==> src/rtl/player_move_ctrl.sv <==
// Initiator side of the player-move handshake: turns keypresses into move requests
// and commits the interaction engine's answer into the authoritative player registers.
module player_move_ctrl #(
  parameter int MAP_WIDTH    = 11,
  parameter int MAP_HEIGHT   = 11,
  parameter int START_X      = 5,
  parameter int START_Y      = 10,
  parameter int START_HEALTH = 1000,
  parameter int TIMEOUT      = 15,
  parameter int COOLDOWN     = 4
) (
  input  logic        clk,
  input  logic        rstn,
  input  logic        key_valid,
  input  logic [3:0]  key_dir,
  input  logic        accept_move,
  input  logic [15:0] floor_in,
  input  logic [3:0]  goto_x,
  input  logic [3:0]  goto_y,
  input  logic [3:0]  key_num_in,
  input  logic [15:0] health_in,
  output logic        player_ask_move,
  output logic [3:0]  player_ask_x,
  output logic [3:0]  player_ask_y,
  output logic [3:0]  player_x,
  output logic [3:0]  player_y,
  output logic [15:0] floor,
  output logic [3:0]  key_num,
  output logic [15:0] health,
  output logic [1:0]  facing,
  output logic        busy,
  output logic        dead
);

  localparam int CW = 8;
  localparam logic [CW-1:0] TIMEOUT_LAST = CW'(TIMEOUT - 1);
  localparam logic [CW-1:0] COOL_LAST    = CW'((COOLDOWN == 0) ? 0 : COOLDOWN - 1);
  localparam logic signed [4:0] MAP_W5   = 5'(MAP_WIDTH);
  localparam logic signed [4:0] MAP_H5   = 5'(MAP_HEIGHT);

  typedef enum logic [2:0] {IDLE, REQ, WAIT, COOL, DEAD} state_t;

  state_t          state;
  logic [CW-1:0]   cnt;
  logic            buf_full;
  logic [1:0]      buf_dir;

  logic            key_ok;
  logic [1:0]      key_code;
  logic            sel_valid;
  logic [1:0]      sel_dir;
  logic signed [4:0] tx;
  logic signed [4:0] ty;
  logic            in_range;

  always_comb begin
    key_code = 2'd0;
    case (key_dir)
      4'b1000: key_code = 2'd0;
      4'b0100: key_code = 2'd1;
      4'b0010: key_code = 2'd2;
      4'b0001: key_code = 2'd3;
      default: key_code = 2'd0;
    endcase
    key_ok = key_valid && $onehot(key_dir);
  end

  // A buffered key always takes priority over a live one in IDLE.
  always_comb begin
    sel_valid = buf_full || key_ok;
    sel_dir   = buf_full ? buf_dir : key_code;
    tx        = $signed({1'b0, player_x});
    ty        = $signed({1'b0, player_y});
    case (sel_dir)
      2'd0:    ty = ty - 5'sd1;
      2'd1:    ty = ty + 5'sd1;
      2'd2:    tx = tx - 5'sd1;
      default: tx = tx + 5'sd1;
    endcase
    in_range = (tx >= 5'sd0) && (tx < MAP_W5) && (ty >= 5'sd0) && (ty < MAP_H5);
  end

  always_ff @(posedge clk or negedge rstn) begin
    if (!rstn) begin
      state           <= IDLE;
      cnt             <= '0;
      buf_full        <= 1'b0;
      buf_dir         <= 2'd0;
      player_x        <= 4'(START_X);
      player_y        <= 4'(START_Y);
      floor           <= 16'd0;
      key_num         <= 4'd0;
      health          <= 16'(START_HEALTH);
      facing          <= 2'd0;
      player_ask_move <= 1'b0;
      player_ask_x    <= 4'(START_X);
      player_ask_y    <= 4'(START_Y);
      busy            <= 1'b0;
      dead            <= 1'b0;
    end else begin
      player_ask_move <= 1'b0;
      if (key_ok && state != DEAD) begin
        facing <= key_code;
      end
      if (key_ok && state != DEAD && state != IDLE) begin
        buf_full <= 1'b1;
        buf_dir  <= key_code;
      end
      case (state)
        IDLE: begin
          if (buf_full) begin
            buf_full <= key_ok;
            if (key_ok) begin
              buf_dir <= key_code;
            end
          end
          if (sel_valid && in_range) begin
            player_ask_x    <= tx[3:0];
            player_ask_y    <= ty[3:0];
            player_ask_move <= 1'b1;
            busy            <= 1'b1;
            state           <= REQ;
          end
        end
        REQ: begin
          cnt   <= '0;
          state <= WAIT;
        end
        WAIT: begin
          // Accept wins over a timeout landing on the same edge.
          if (accept_move) begin
            player_x <= goto_x;
            player_y <= goto_y;
            floor    <= floor_in;
            key_num  <= key_num_in;
            health   <= health_in;
            cnt      <= '0;
            if (health_in == 16'd0) begin
              state    <= DEAD;
              dead     <= 1'b1;
              buf_full <= 1'b0;
            end else begin
              state <= COOL;
            end
          end else if (cnt == TIMEOUT_LAST) begin
            state <= IDLE;
            busy  <= 1'b0;
          end else begin
            cnt <= cnt + CW'(1);
          end
        end
        COOL: begin
          if (cnt == COOL_LAST) begin
            state <= IDLE;
            busy  <= 1'b0;
          end else begin
            cnt <= cnt + CW'(1);
          end
        end
        DEAD: begin
          buf_full <= 1'b0;
        end
        default: begin
          state <= IDLE;
          busy  <= 1'b0;
        end
      endcase
    end
  end

endmodule

==> config.mk <==
export PLATFORM = sky130hd
export DESIGN_NAME = player_move_ctrl
export DESIGN_NICKNAME = d
export VERILOG_FILES = /design/src/rtl/player_move_ctrl.sv
export SDC_FILE = /design/constraint.sdc
export NUM_CORES = 1
export LEC_CHECK = 0
export ABC_AREA = 0
export ABC_CLOCK_PERIOD_IN_PS = 3400
export CELL_PAD_IN_SITES_DETAIL_PLACEMENT = 1
export CELL_PAD_IN_SITES_GLOBAL_PLACEMENT = 2
export CORE_MARGIN = 3
export CORE_UTILIZATION = 30
export DETAILED_ROUTE_END_ITERATION = 7
export PLACE_DENSITY_LB_ADDON = 0.1
export SLEW_MARGIN = 15
export SYNTH_ARGS = -nofsm -noshare
export SYNTH_HDL_FRONTEND = slang
export SYNTH_SLANG_ARGS = --single-unit
==> constraint.sdc <==
create_clock -name clk -period 3.4 [get_ports clk]
set_input_delay 0.68 -clock clk [delete_from_list [all_inputs] [get_ports clk]]
set_output_delay 0.68 -clock clk [all_outputs]
set_load 0.02 [all_outputs]
Metal 3:
The bar under the picture is 20 um long.
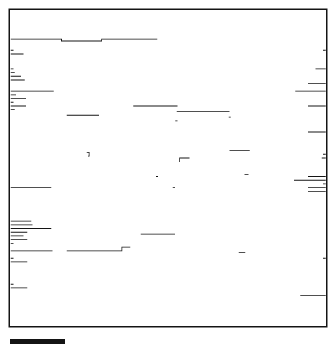
44 nets have wire on it. The longest straight run is 20.2 um. The layer carries 365 um of wire. The layer holds 3.9% of the routed length.

M2 wires:
Cells faint in the background.
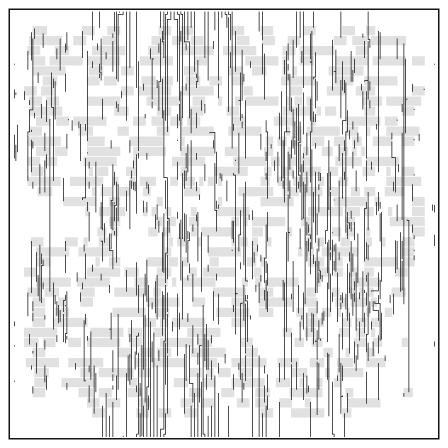
The wires run mostly vertical. The longest straight run is 70.4 um.

Selected gate families:
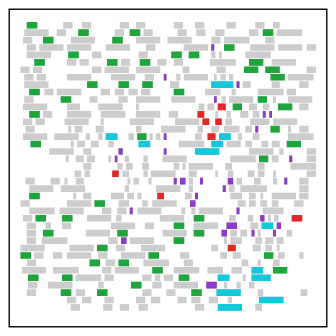
non-inverting ao/oa cells: drawn in red, cells 9, most used o21a_1. fa/ha/maj cells: drawn in cyan, cells 13, most used ha_1. mux cells: drawn in green, cells 57, most used mux2_2, where all over the die. nand cells: drawn in purple, cells 30, most used nand2_1.

==> results.toml <==
# yosys + openroad results
[logic_synthesis]
yosys.cell_types.count = 58
synth_seq_share_pct = 49.7
top_area_share_pct = 39.5
synth_nets = 364

[clock_network]
clk_pin_slew_worst_paths_ns = 0.06
cts_tree = "yes"
cts_made_buffers = 9

[floorplanning]
die_h_um = 116
rows = 39
die-width_um = 116
design.core.area_mm2 = 0.0116

[flow_run]
warnings = 30
max-cap-violations = 0

[power_and_ir_drop]
p_int_mw = 3.21
switching_power_mw = 1.89
ir_drop_mv = 0.395

[final_layout]
finish.instance_area_mm2 = 0.00544
final_core_util_pct = 46.8
drive_above_1_share_pct = 32.7
mostFrequentLayoutCells = "103 x clkdlybuf4s50_1, 56 x dfrtp_1, 44 x mux2_2"

[worst_hold_path]
hold_path_class = "reg -> reg"

[placed_design]
place_hpwl_um = 7120
port-buffer-count = 108
dpl_cell_area_mm2 = 0.00510

[final_timing]
hold_viol_final = 0
min_period_ns = 3.25
slew_headroom_pct = 38.5

[critical_path]
crit_start = "key_dir[1]"
reg2reg_from = "buf_full"
worstPathRequired_ns = 3.62
crit_arrival_ns = 3.47
setup.worst_path.end = "player_ask_y[2]"

[run_status]
outcome = "finished, final reports clean"

[global_route]
antenna_found_initial = 0
Sequential cells coloured by netlist name:
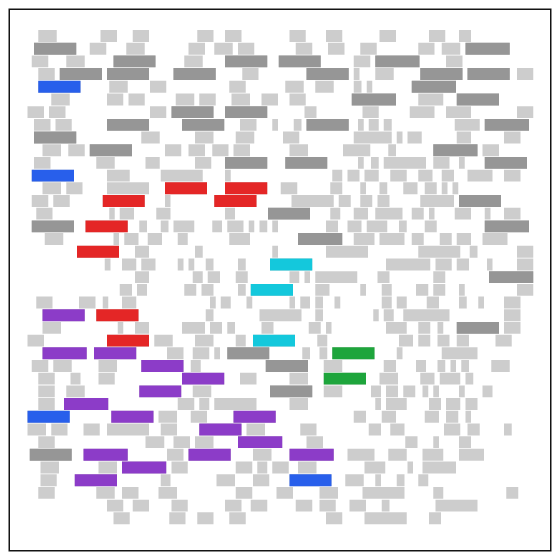
`cnt`: drawn in red, placed flops 8. `key_num`: drawn in blue, placed flops 4. `state`: drawn in cyan, placed flops 3. `buf_dir`: drawn in green, placed flops 2. `health`: drawn in purple, placed flops 16.

Track usage over the die:
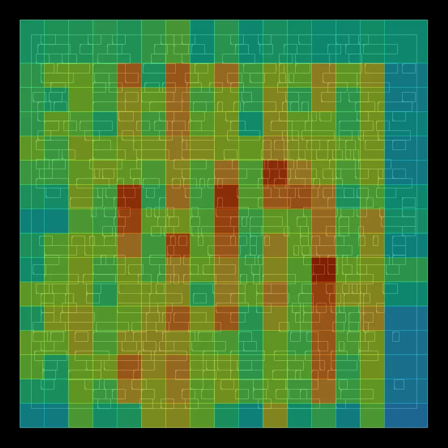
routed len/inst: 16.1 um
GRT met2 Usage: 27.0%

[critical path, stage by stage]
cell and delay, ns:
clkbuf_2 0.11, buf_4 0.15, ha_4 0.16, nor2_4 0.10, o31a_1 0.21, nand2_4 0.10, inv_2 0.07, fa_2 0.43
or2_2 0.29, a22o_1 0.24, o32ai_2 0.11, nor4b_2 0.10, o221ai_4 0.22, clkinv_4 0.08, buf_12 0.14, mux2_4 0.29
[stage by stage]
step	power [mW]	setup TNS, ns	worst slack (ns)	cells	hold slack [ns]
finish	5.10	0	0.147	586	0.466
global route	5.47	0	0.0329	586	0.506
CTS	5.19	0	0.00719	587	0.471
detailed placement	4.21	-6.09	-0.668	567	0.461
global placement	4.17	-5.43	-0.598	567	0.456
floorplan	3.04	0	0.0202	299	0.384
[metal layers]
| layer | part of all wire [%] | wire, um | vias to the layer above | track usage (%) |
|---|---|---|---|---|
| met1 | 41 | 3880 | 1423 | 17.5 |
| met3 | 3.9 | 364 | 12 | 3.97 |
| met5 | 0 | 0 | - | 0 |
| met4 | 1.4 | 129 | 0 | 4.56 |
| li1 | - | - | 1352 | - |
| met2 | 53 | 5030 | 58 | 27.0 |
[state kept, by name, indices dropped and copies added, names as in the netlist]
signal / count
player_ask_move: 1
buf_dir: 2
player_y: 4
floor: 16
health: 16
dead: 1
facing: 2
player_ask_y: 4
player_ask_x: 4
buf_full: 1
player_x: 4
cnt: 8
state: 3
key_num: 4
busy: 1
[cell families (layout without fill, tap and decap cells)]
logic type / after synthesis / in the layout / synth area share [%]
muxes: 57 / 57 / 18.3
xor gates and xnor gates: 11 / 11 / 2.67
adders and majority gates: 13 / 13 / 4.92
AOI/OAI and AO/OA: 51 / 51 / 11.1
DFF: 71 / 71 / 49.7
buffers and inverters: 23 / 167 / 2.87
and+or+nand+nor: 73 / 73 / 10.5
[timing repair]
item,CTS,global route
buffers inserted,4,0
hold buffers,0,0
gates cloned,0,0
setup endpoints to repair,10,11
resized,9,13
pin swaps,8,11
[final cells by class]
cell class | count | area, um^2 | area share (%)
flip-flops and latches | 71 | 1800 | 33.0
repair buffers | 136 | 1280 | 23.6
inverters | 15 | 66.3 | 1.22
clock buffers | 11 | 253 | 4.65
multi-input cells | 205 | 1820 | 33.5
clock inverters | 5 | 38.8 | 0.713
well taps | 143 | 179 | 3.29
[power groups by stage]
stage                     Clock [mW]  Sequential, mW  Combinational [mW]
after floorplan                    0            1.92                1.12
after global placement             0            1.57                2.60
after detailed placement           0            1.59                2.62
after global routing           0.984            1.63                2.86
after CTS                      0.950            1.58                2.66
final                          0.909            1.57                2.63
[how the worst min path moves through the flow]
stage / start / slack (ns) / end / depth (start not counted)
6_report: player_ask_y[3] / 0.47 / player_ask_y[3] / 2
4_1_cts: player_ask_y[3] / 0.47 / player_ask_y[3] / 2
5_1_grt: player_ask_y[3] / 0.51 / player_ask_y[3] / 2
3_5_place_dp: player_ask_y[3] / 0.46 / player_ask_y[3] / 2
2_1_floorplan: rstn / 0.38 / buf_dir[0] / 0
3_3_place_gp: dead / 0.46 / dead / 1
Power and IR drop assume default switching activity.
